Run 1, met1 routing:
Bar = 20 µm.
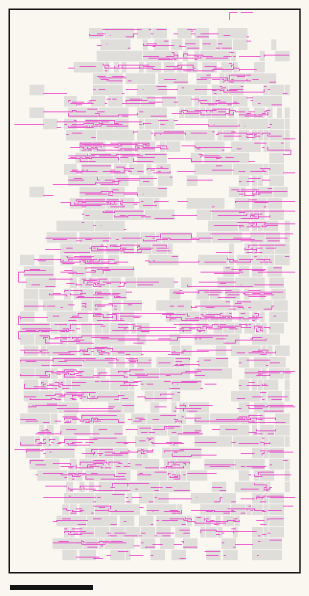
Run 1, met2 routing:
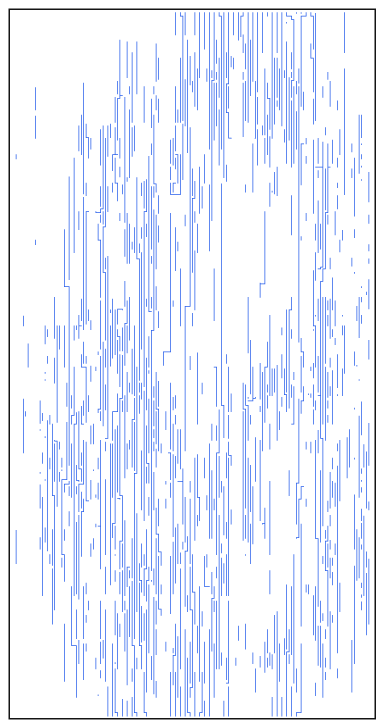
Run 1, metal 3:
Bar = 20 µm.
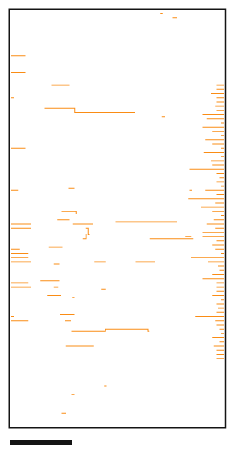
File: src/rtl/matmul_loader_pkg.sv
// Shared constants and state encoding for the matmul operand loader.
// Memory map, matrix geometry and the loader FSM state type live here.
package matmul_pkg;

   localparam int ADDR_W         = 10;
   localparam int MAT_DIM        = 4;
   localparam int BYTES_PER_WORD = 4;

   localparam logic [ADDR_W-1:0] BASE_A = 10'h000;
   localparam logic [ADDR_W-1:0] BASE_B = 10'h100;
   localparam logic [ADDR_W-1:0] BASE_C = 10'h200;

   typedef enum logic [2:0] {
      ST_LOAD      = 3'd0,
      ST_KICK      = 3'd1,
      ST_WAIT_BUSY = 3'd2,
      ST_WAIT_DONE = 3'd3,
      ST_READ_C    = 3'd4,
      ST_CAPTURE   = 3'd5,
      ST_OUTPUT    = 3'd6
   } state_t;

   // Word index 0..3 are A rows, 4..7 are B columns.
   function automatic logic [ADDR_W-1:0] word_addr(input logic [2:0] w);
      logic [ADDR_W-1:0] off;
      off = {{(ADDR_W-2){1'b0}}, w[1:0]};
      return w[2] ? (BASE_B + off) : (BASE_A + off);
   endfunction

endpackage

File: src/rtl/matmul_loader_if.sv
// Operand stream, operand memory, engine control and result stream bundle.
// The master modport is the loader side; slave is the environment side.
interface matmul_loader_if;
   import matmul_pkg::*;

   logic              s_valid;
   logic              s_ready;
   logic [7:0]        s_data;
   logic              mem_we;
   logic [ADDR_W-1:0] mem_waddr;
   logic [31:0]       mem_wdata;
   logic              mem_re;
   logic [ADDR_W-1:0] mem_raddr;
   logic [31:0]       mem_rdata;
   logic              mm_kick;
   logic              mm_ready;
   logic              r_valid;
   logic              r_ready;
   logic [31:0]       r_data;

   modport master (
      input  s_valid, s_data, mem_rdata, mm_ready, r_ready,
      output s_ready, mem_we, mem_waddr, mem_wdata, mem_re, mem_raddr,
             mm_kick, r_valid, r_data
   );

   modport slave (
      output s_valid, s_data, mem_rdata, mm_ready, r_ready,
      input  s_ready, mem_we, mem_waddr, mem_wdata, mem_re, mem_raddr,
             mm_kick, r_valid, r_data
   );

endinterface

File: src/rtl/matmul_loader_byte_packer.sv
// Packs accepted bytes little-endian into 32-bit words and strobes each
// completed word for exactly one cycle.
module byte_packer
   import matmul_pkg::*;
(
   input  logic        clk,
   input  logic        rstn,
   input  logic        i_accept,
   input  logic [7:0]  i_byte,
   output logic [31:0] o_word,
   output logic        o_word_valid
);

   logic [BYTES_PER_WORD-1:0][7:0] r_shift;
   logic [BYTES_PER_WORD-1:0][7:0] w_next;
   logic [1:0]                     r_lane;
   logic [31:0]                    r_word;
   logic                           r_word_valid;

   always_comb begin
      w_next         = r_shift;
      w_next[r_lane] = i_byte;
   end

   always_ff @(posedge clk) begin
      if (!rstn) begin
         r_shift      <= '0;
         r_lane       <= 2'd0;
         r_word       <= 32'd0;
         r_word_valid <= 1'b0;
      end else begin
         r_word_valid <= 1'b0;
         if (i_accept) begin
            r_shift <= w_next;
            r_lane  <= r_lane + 2'd1;
            // The last lane closes the word; the strobe lands next cycle.
            if (r_lane == 2'd3) begin
               r_word       <= w_next;
               r_word_valid <= 1'b1;
            end
         end
      end
   end

   assign o_word       = r_word;
   assign o_word_valid = r_word_valid;

endmodule

File: src/rtl/matmul_loader.sv
// Feeds A rows / B columns into operand memory, kicks the matmul engine and
// returns the pooled 2x2 result word on a valid/ready stream.
module matmul_loader
   import matmul_pkg::*;
(
   input  logic             clk,
   input  logic             rstn,
   matmul_loader_if.master  bus
);

   state_t            r_state;
   state_t            w_next_state;
   logic [4:0]        r_byte_cnt;
   logic [ADDR_W-1:0] r_waddr;
   logic [31:0]       r_result;
   logic              w_s_ready;
   logic              w_accept;
   logic              w_kick;
   logic              w_re;
   logic [31:0]       w_word;
   logic              w_word_valid;

   assign w_s_ready = rstn && (r_state == ST_LOAD);
   assign w_accept  = bus.s_valid && w_s_ready;

   byte_packer u_packer (
      .clk          (clk),
      .rstn         (rstn),
      .i_accept     (w_accept),
      .i_byte       (bus.s_data),
      .o_word       (w_word),
      .o_word_valid (w_word_valid)
   );

   always_ff @(posedge clk) begin
      if (!rstn) begin
         r_state    <= ST_LOAD;
         r_byte_cnt <= 5'd0;
         r_waddr    <= '0;
         r_result   <= 32'd0;
      end else begin
         r_state <= w_next_state;
         if (w_accept) begin
            r_byte_cnt <= r_byte_cnt + 5'd1;
            // Address is latched alongside the packer's word so both appear
            // together with the registered write strobe.
            if (r_byte_cnt[1:0] == 2'd3)
               r_waddr <= word_addr(r_byte_cnt[4:2]);
         end
         if (r_state == ST_CAPTURE)
            r_result <= bus.mem_rdata;
      end
   end

   always_comb begin
      w_next_state = r_state;
      w_kick       = 1'b0;
      w_re         = 1'b0;
      case (r_state)
         ST_LOAD: begin
            if (w_accept && (r_byte_cnt == 5'd31))
               w_next_state = ST_KICK;
         end
         ST_KICK: begin
            if (bus.mm_ready) begin
               w_kick       = 1'b1;
               w_next_state = ST_WAIT_BUSY;
            end
         end
         ST_WAIT_BUSY: begin
            if (!bus.mm_ready)
               w_next_state = ST_WAIT_DONE;
         end
         ST_WAIT_DONE: begin
            if (bus.mm_ready)
               w_next_state = ST_READ_C;
         end
         ST_READ_C: begin
            w_re         = 1'b1;
            w_next_state = ST_CAPTURE;
         end
         ST_CAPTURE: begin
            w_next_state = ST_OUTPUT;
         end
         ST_OUTPUT: begin
            if (bus.r_ready)
               w_next_state = ST_LOAD;
         end
         default: begin
            w_next_state = ST_LOAD;
         end
      endcase
   end

   assign bus.s_ready   = w_s_ready;
   assign bus.mem_we    = w_word_valid;
   assign bus.mem_waddr = r_waddr;
   assign bus.mem_wdata = w_word;
   assign bus.mem_re    = w_re;
   assign bus.mem_raddr = w_re ? BASE_C : '0;
   assign bus.mm_kick   = w_kick;
   assign bus.r_valid   = (r_state == ST_OUTPUT);
   assign bus.r_data    = r_result;

endmodule
File: src/flat_wrapper.sv
// flat-port wrapper written by rule: the top's interface ports become plain ports
module matmul_loader_flat import matmul_pkg::*;
  (clk, rstn, bus_s_valid, bus_s_data, bus_mem_rdata, bus_mm_ready, bus_r_ready, bus_s_ready, bus_mem_we, bus_mem_waddr, bus_mem_wdata, bus_mem_re, bus_mem_raddr, bus_mm_kick, bus_r_valid, bus_r_data);
  matmul_loader_if bus_i ();
  input  logic clk;
  input  logic rstn;
  input wire logic [$bits(bus_i.s_valid)-1:0] bus_s_valid;
  input wire logic [$bits(bus_i.s_data)-1:0] bus_s_data;
  input wire logic [$bits(bus_i.mem_rdata)-1:0] bus_mem_rdata;
  input wire logic [$bits(bus_i.mm_ready)-1:0] bus_mm_ready;
  input wire logic [$bits(bus_i.r_ready)-1:0] bus_r_ready;
  output wire logic [$bits(bus_i.s_ready)-1:0] bus_s_ready;
  output wire logic [$bits(bus_i.mem_we)-1:0] bus_mem_we;
  output wire logic [$bits(bus_i.mem_waddr)-1:0] bus_mem_waddr;
  output wire logic [$bits(bus_i.mem_wdata)-1:0] bus_mem_wdata;
  output wire logic [$bits(bus_i.mem_re)-1:0] bus_mem_re;
  output wire logic [$bits(bus_i.mem_raddr)-1:0] bus_mem_raddr;
  output wire logic [$bits(bus_i.mm_kick)-1:0] bus_mm_kick;
  output wire logic [$bits(bus_i.r_valid)-1:0] bus_r_valid;
  output wire logic [$bits(bus_i.r_data)-1:0] bus_r_data;
  assign bus_i.s_valid = bus_s_valid;
  assign bus_i.s_data = bus_s_data;
  assign bus_i.mem_rdata = bus_mem_rdata;
  assign bus_i.mm_ready = bus_mm_ready;
  assign bus_i.r_ready = bus_r_ready;
  assign bus_s_ready = bus_i.s_ready;
  assign bus_mem_we = bus_i.mem_we;
  assign bus_mem_waddr = bus_i.mem_waddr;
  assign bus_mem_wdata = bus_i.mem_wdata;
  assign bus_mem_re = bus_i.mem_re;
  assign bus_mem_raddr = bus_i.mem_raddr;
  assign bus_mm_kick = bus_i.mm_kick;
  assign bus_r_valid = bus_i.r_valid;
  assign bus_r_data = bus_i.r_data;
  matmul_loader u_core (.clk(clk), .rstn(rstn), .bus(bus_i));
endmodule
File: config.mk
export PLATFORM = sky130hd
export DESIGN_NAME = matmul_loader_flat
export DESIGN_NICKNAME = d
export VERILOG_FILES = /design/src/rtl/matmul_loader_pkg.sv /design/src/rtl/matmul_loader_if.sv /design/src/rtl/matmul_loader_byte_packer.sv /design/src/rtl/matmul_loader.sv /design/src/flat_wrapper.sv
export SDC_FILE = /design/constraint.sdc
export NUM_CORES = 1
export LEC_CHECK = 0
export CAP_MARGIN = 20
export CORE_ASPECT_RATIO = 2
export CORE_MARGIN = 2
export CORE_UTILIZATION = 49
export CTS_CLUSTER_SIZE = 25
export DETAILED_ROUTE_END_ITERATION = 10
export HOLD_SLACK_MARGIN = 0.15
export PLACE_DENSITY = 0.93
export SETUP_SLACK_MARGIN = 0.2
export SYNTH_ARGS = -nofsm -noshare
export SYNTH_HDL_FRONTEND = slang
export SYNTH_SLANG_ARGS = --single-unit
File: constraint.sdc
create_clock -name clk -period 2.3 [get_ports clk]
set_clock_uncertainty 0.1 [all_clocks]
set_input_delay 0.575 -clock clk [delete_from_list [all_inputs] [get_ports clk]]
set_output_delay 0.575 -clock clk [all_outputs]
set_load 0.02 [all_outputs]
==> impl_metrics.env, run 1 <==
# flow metrics
export IMPL_status="complete, no violations"
export IMPL_worstHoldPathCells=2
export IMPL_inverters=3
export IMPL_min_period_over_period=0.915
export IMPL_final_area_mm2=0.00577
export IMPL_comb_area_mm2=0.00195
export IMPL_cellPowerDensity_mw_per_mm2=647
export IMPL_r2r_cells=4
export IMPL_grt_overflow=0
export IMPL_worstPathArrival_ns=1.43
export IMPL_xor_area_frac=0.00418
export IMPL_clkLatencyLatePin_ns=0.34
export IMPL_io_buffers=117
export IMPL_cts_sinks=102
export IMPL_grt_pass1_vias=3394
export IMPL_top_cell_area_share=0.487
export IMPL_h_tree_depth=3
export IMPL_drt_total_wl_mm=10.1
export IMPL_track_usage=0.216
export IMPL_post_cts_resized=15
export IMPL_cts_root_buf="clkbuf_16"
export IMPL_postRouteAntennaNets=0
export IMPL_hold_end="u_core.bus.r_data[26]"
export IMPL_worst_slack_ns=0.195
export IMPL_grt_pass1_wl_mm=16.3
export IMPL_ff_type="dfxtp_1"
export IMPL_wl_per_cell_um=15.4
export IMPL_slowest_delay_ns=0.37
export IMPL_powerSeq_mw=1.82
export IMPL_maxCapViolations=0
export IMPL_intPower_mw=2.93
export IMPL_ys_flops=102
export IMPL_worstHoldStart="u_core.bus.r_data[26]"
export IMPL_period_needed_ns=2.11
export IMPL_die_y_um=135
export IMPL_setup_violations=0
export IMPL_lay_top_cells="clkdlybuf4s50_1, nand2_1, dfxtp_1, mux2i_1, a21boi_0"
export IMPL_reg2reg_slack_ns=0.58
export IMPL_netlist_logic_family_top="simple AND/OR/NAND/NOR gates"
export IMPL_lay_top_count="clkdlybuf4s50_1"
export IMPL_ff_latch_area_mm2=0.00204
export IMPL_rsz0062_at_grt="yes"
export IMPL_holdBufCountCts=0
export IMPL_crit_family="simple AND/OR/NAND/NOR gates"
export IMPL_power_share_clock=0.422
export IMPL_n_antenna_cell=0
export IMPL_wl_met2_mm=5.66
export IMPL_utilization=0.696
export IMPL_antenna_found_initial=0
export IMPL_cts_tree="yes"
export IMPL_hp_class="reg2reg"
export IMPL_timing_rr_start="u_core.r_state[0]"
export IMPL_top_layer_used="met4"
export IMPL_p_sw_frac=0.215
export IMPL_core_rowCount=47
export IMPL_tool_warnings=31
export IMPL_slowest_stage="dfxtp_1"
export IMPL_place_ws_ns=-0.289
export IMPL_syn_area_mm2=0.00419
export IMPL_fillers=634
export IMPL_met3_usage=0.0351
export IMPL_cp_startpoint="u_core.r_state[0]"
export IMPL_dr_pass1_iters=4
export IMPL_nClkBuffers=14
export IMPL_seq_cell_count=102
export IMPL_grt_use_met1=0.227
export IMPL_nets=602
export IMPL_viasPerCell=5.27
export IMPL_fp_dieW_um=69.4
export IMPL_ys_types=38
export IMPL_tap_cells=98
export IMPL_largest_class="flip-flops and latches"
export IMPL_signal_buffers=134
export IMPL_yosysMostFrequentCell="nand2_1"
export IMPL_path_depth=3
export IMPL_seq_share=0.354
export IMPL_syn_avg_cell_area_um2=9.57
export IMPL_finalHoldViolations=0
export IMPL_logic_gates=301
export IMPL_worstReg2RegEnd="u_core.u_packer.r_shift[9]"
export IMPL_pg_comb_mw=0.338
export IMPL_power_mw=3.73
export IMPL_postCtsSetupRepairBufs=1
export IMPL_grt_max_degree=90
export IMPL_synth_cells_yosys=438
export IMPL_end_kind="primary output"
export IMPL_mux_share=0.119
export IMPL_dieArea_mm2=0.00935
export IMPL_io_pins=134
export IMPL_path_class="reg2out"
export IMPL_ys_area_mm2=0.00419
export IMPL_first_iter_violations=176
export IMPL_slew_headroom=0.561
export IMPL_core_area_mm2=0.00829
export IMPL_top_usage_layer="met2"
export IMPL_top_area_cell="dfxtp_1"
export IMPL_ys_sh_simple=0.159
export IMPL_crit_required_ns=1.62
export IMPL_post_dp_cell_area_mm2=0.00542
export IMPL_fp_util=0.505
export IMPL_layout_drive_gt1_share=0.0827
export IMPL_syn2layout_area_growth_pct=37.7
export IMPL_gp_congestion=0.817
export IMPL_hpwl_mm=7.47
export IMPL_combPwrFrac=0.090
export IMPL_holdWs_ns=0.357
export IMPL_cp_max_fo=5
export IMPL_drc=0
export IMPL_place_inst=637
export IMPL_synthTopCellsByCount="nand2_1, dfxtp_1, mux2i_1"
export IMPL_leakagePower_nw=2.37
export IMPL_comb_share=0.337
Back to the opening pictures, 'met1 routing':
wire length on this layer: 3,650 µm
longest straight run: 35.0 µm
nets with wire on the layer: 518

Back to the opening pictures, 'met2 routing':
main direction: vertical
wire length on this layer: 5,660 µm
share of all routed wire: 56%
longest straight run: 48.6 µm
Vias: 3,444
GR Layer Usage met2: 0.400

Back to the opening pictures, 'metal 3':
wire length on this layer: 451 µm
main direction: horizontal
nets with wire on the layer: 97
longest straight run: 19.5 µm

## Run 2: what changed since run 1
ABC_AREA = 1   (was not set)
CORE_UTILIZATION = 50   (was 49)
PLACE_DENSITY = 0.94   (was 0.93)
TNS_END_PERCENT = 10   (was not set)
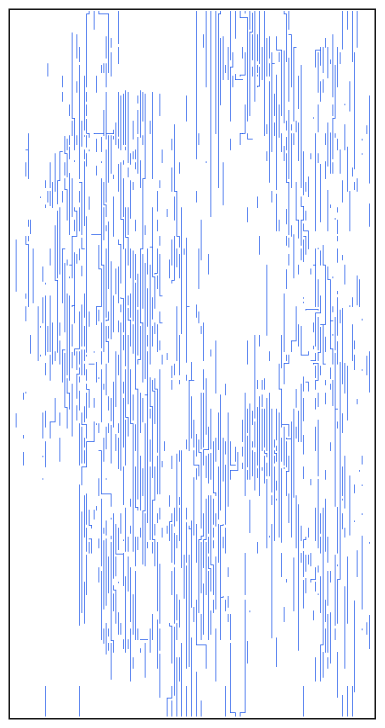
Run 2: met2 routing
share of all routed wire: 52%
wire length on this layer: 5,500 µm
main direction: vertical
longest straight run: 41.0 µm

==> run 2 against run 1 <==
Sequential cell count unchanged. Non-clock buffer count is 6 lower. Maximum frequency rose by 1.9%. Wire length up 5.2%. Largest cell class unchanged. Combinational power increased to 4.0 times the previous value. Via count grew 17%. Synthesized cell count grew 30%.
==> impl_metrics.env, run 2 <==
# flow metrics
export IMPL_slew_headroom=0.655
export IMPL_yosysMostFrequentCell="nand2_1"
export IMPL_top_usage_layer="met2"
export IMPL_postCtsSetupRepairBufs=0
export IMPL_viasPerCell=5.19
export IMPL_fp_dieW_um=68.9
export IMPL_fillers=637
export IMPL_comb_area_mm2=0.00180
export IMPL_path_class="in2out"
export IMPL_synth_cells_yosys=571
export IMPL_intPower_mw=3.34
export IMPL_syn_area_mm2=0.00421
export IMPL_grt_util_met2=0.409
export IMPL_leakagePower_nw=2.17
export IMPL_grt_overflow=0
export IMPL_h_tree_depth=3
export IMPL_vias=4030
export IMPL_top_cell_area_share=0.486
export IMPL_postRouteAntennaNets=0
export IMPL_netlist_logic_family_top="simple AND/OR/NAND/NOR gates"
export IMPL_grt_use_met1=0.231
export IMPL_place_ws_ns=-0.242
export IMPL_xor_area_frac=0.00208
export IMPL_core_area_mm2=0.00823
export IMPL_tool_warnings=30
export IMPL_core_rowCount=47
export IMPL_r2r_cells=9
export IMPL_wl_per_cell_um=13.7
export IMPL_cts_root_buf="clkbuf_16"
export IMPL_min_period_over_period=0.898
export IMPL_tap_cells=98
export IMPL_lay_top_cells="nand2_1, clkdlybuf4s50_1, dfxtp_1, nor2_1, o21ai_0"
export IMPL_pg_comb_mw=1.34
export IMPL_power_share_clock=0.323
export IMPL_fp_util=0.511
export IMPL_ys_area_mm2=0.00421
export IMPL_largest_class="flip-flops and latches"
export IMPL_cp_max_fo=2
export IMPL_reg2reg_slack_ns=0.46
export IMPL_finalHoldViolations=0
export IMPL_signal_buffers=128
export IMPL_top_area_cell="dfxtp_1"
export IMPL_top_layer_used="met4"
export IMPL_cellPowerDensity_mw_per_mm2=881
export IMPL_power_mw=5.00
export IMPL_clkLatencyLatePin_ns=0.34
export IMPL_worstReg2RegEnd="u_core.r_state[0]"
export IMPL_nClkBuffers=9
export IMPL_post_dp_cell_area_mm2=0.00536
export IMPL_status="complete, no violations"
export IMPL_dieArea_mm2=0.00920
export IMPL_ff_latch_area_mm2=0.00204
export IMPL_logic_gates=399
export IMPL_layout_drive_gt1_share=0.0648
export IMPL_io_pins=134
export IMPL_post_cts_resized=14
export IMPL_syn_avg_cell_area_um2=7.36
export IMPL_timing_rr_start="u_core.r_byte_cnt[0]"
export IMPL_ys_sh_simple=0.265
export IMPL_lay_top_count="nand2_1"
export IMPL_place_inst=761
export IMPL_gp_congestion=0.845
export IMPL_nets=725
export IMPL_seq_share=0.360
export IMPL_path_depth=4
export IMPL_final_area_mm2=0.00568
export IMPL_track_usage=0.231
export IMPL_cp_startpoint="bus_mm_ready"
export IMPL_utilization=0.689
export IMPL_maxCapViolations=0
export IMPL_ff_type="dfxtp_1"
export IMPL_first_iter_violations=211
export IMPL_holdBufCountCts=0
export IMPL_p_sw_frac=0.331
export IMPL_hold_end="u_core.bus.r_data[16]"
export IMPL_combPwrFrac=0.268
export IMPL_crit_required_ns=1.62
export IMPL_end_kind="primary output"
export IMPL_ys_types=23
export IMPL_syn2layout_area_growth_pct=35.0
export IMPL_cts_sinks=102
export IMPL_worst_slack_ns=0.234
export IMPL_synthTopCellsByCount="nand2_1, dfxtp_1, nor2_1"
export IMPL_comb_share=0.318
export IMPL_hp_class="reg2reg"
export IMPL_hpwl_mm=7.76
export IMPL_mux_share=0
export IMPL_period_needed_ns=2.07
export IMPL_worstPathArrival_ns=1.39
export IMPL_worstHoldPathCells=2
export IMPL_rsz0062_at_grt="yes"
export IMPL_slowest_stage="clkdlybuf4s50_1"
export IMPL_worstHoldStart="u_core.bus.r_data[16]"
export IMPL_drt_total_wl_mm=10.6
export IMPL_drc=0
export IMPL_cts_tree="yes"
export IMPL_die_y_um=134
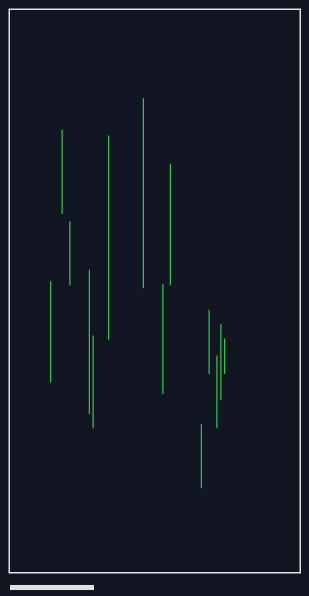
Run 2: signal wires on met4
Bar = 20 µm.
nets with wire on the layer: 11
main direction: vertical
wire length on this layer: 335 µm
longest straight run: 48.3 µm

## Run 3: what changed since run 2
TNS_END_PERCENT = not set   (was 10)
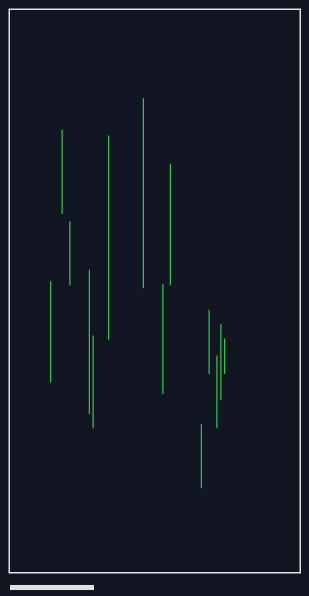
Run 3: signal wires on met4
Bar = 20 µm.
wire length on this layer: 335 µm
main direction: vertical
longest straight run: 48.3 µm

==> run 3 against run 2 <==
Sequential share of layout area about the same. Critical path type unchanged. Die size unchanged. Clock power about the same. Non-clock buffer count unchanged.
==> impl_metrics.env, run 3 <==
# flow metrics
export IMPL_pg_comb_mw=1.34
export IMPL_synthTopCellsByCount="nand2_1, dfxtp_1, nor2_1"
export IMPL_fillers=637
export IMPL_status="complete, no violations"
export IMPL_met3_usage=0.0591
export IMPL_min_period_over_period=0.893
export IMPL_inverters=34
export IMPL_p_sw_frac=0.331
export IMPL_worstReg2RegEnd="u_core.r_state[0]"
export IMPL_xor_area_frac=0.00208
export IMPL_slew_headroom=0.657
export IMPL_postCtsSetupRepairBufs=0
export IMPL_setup_violations=0
export IMPL_worstPathArrival_ns=1.38
export IMPL_place_inst=761
export IMPL_intPower_mw=3.34
export IMPL_mux_share=0
export IMPL_seq_cell_count=102
export IMPL_path_class="in2out"
export IMPL_grt_overflow=0
export IMPL_top_cell_area_share=0.486
export IMPL_worst_slack_ns=0.246
export IMPL_yosysMostFrequentCell="nand2_1"
export IMPL_clkLatencyLatePin_ns=0.34
export IMPL_cts_sinks=102
export IMPL_power_mw=5.00
export IMPL_holdWs_ns=0.362
export IMPL_power_share_clock=0.323
export IMPL_syn2layout_area_growth_pct=35.0
export IMPL_final_area_mm2=0.00568
export IMPL_wl_met2_mm=5.54
export IMPL_grt_pass1_vias=3768
export IMPL_die_y_um=134
export IMPL_wl_per_cell_um=13.6
export IMPL_gp_congestion=0.845
export IMPL_cellPowerDensity_mw_per_mm2=880
export IMPL_dieArea_mm2=0.00920
export IMPL_worstHoldPathCells=2
export IMPL_layout_drive_gt1_share=0.0677
export IMPL_crit_required_ns=1.62
export IMPL_top_usage_layer="met2"
export IMPL_syn_area_mm2=0.00421
export IMPL_grt_max_degree=59
export IMPL_logic_gates=399
export IMPL_cts_root_buf="clkbuf_16"
export IMPL_grt_use_met1=0.231
export IMPL_hold_end="u_core.bus.r_data[16]"
export IMPL_leakagePower_nw=2.17
export IMPL_h_tree_depth=3
export IMPL_comb_share=0.318
export IMPL_fp_util=0.511
export IMPL_slowest_delay_ns=0.45
export IMPL_ys_types=23
export IMPL_ys_area_mm2=0.00421
export IMPL_top_layer_used="met4"
export IMPL_period_needed_ns=2.05
export IMPL_antenna_found_initial=0
export IMPL_io_buffers=117
export IMPL_netlist_logic_family_top="simple AND/OR/NAND/NOR gates"
export IMPL_maxCapViolations=0
export IMPL_n_antenna_cell=0
export IMPL_first_iter_violations=201
export IMPL_reg2reg_slack_ns=0.46
export IMPL_powerSeq_mw=2.04
export IMPL_finalHoldViolations=0
export IMPL_viasPerCell=5.16
export IMPL_end_kind="primary output"
export IMPL_largest_class="flip-flops and latches"
export IMPL_hpwl_mm=7.76
export IMPL_rsz0062_at_grt="yes"
export IMPL_combPwrFrac=0.268
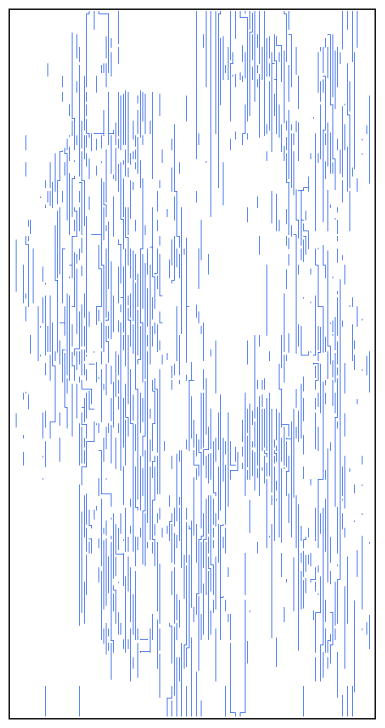
Run 3: met2 routing
Vias: 4,011
GR Layer Usage met2: 0.409

No activity file was given, so power comes from the tool's default toggle rates.
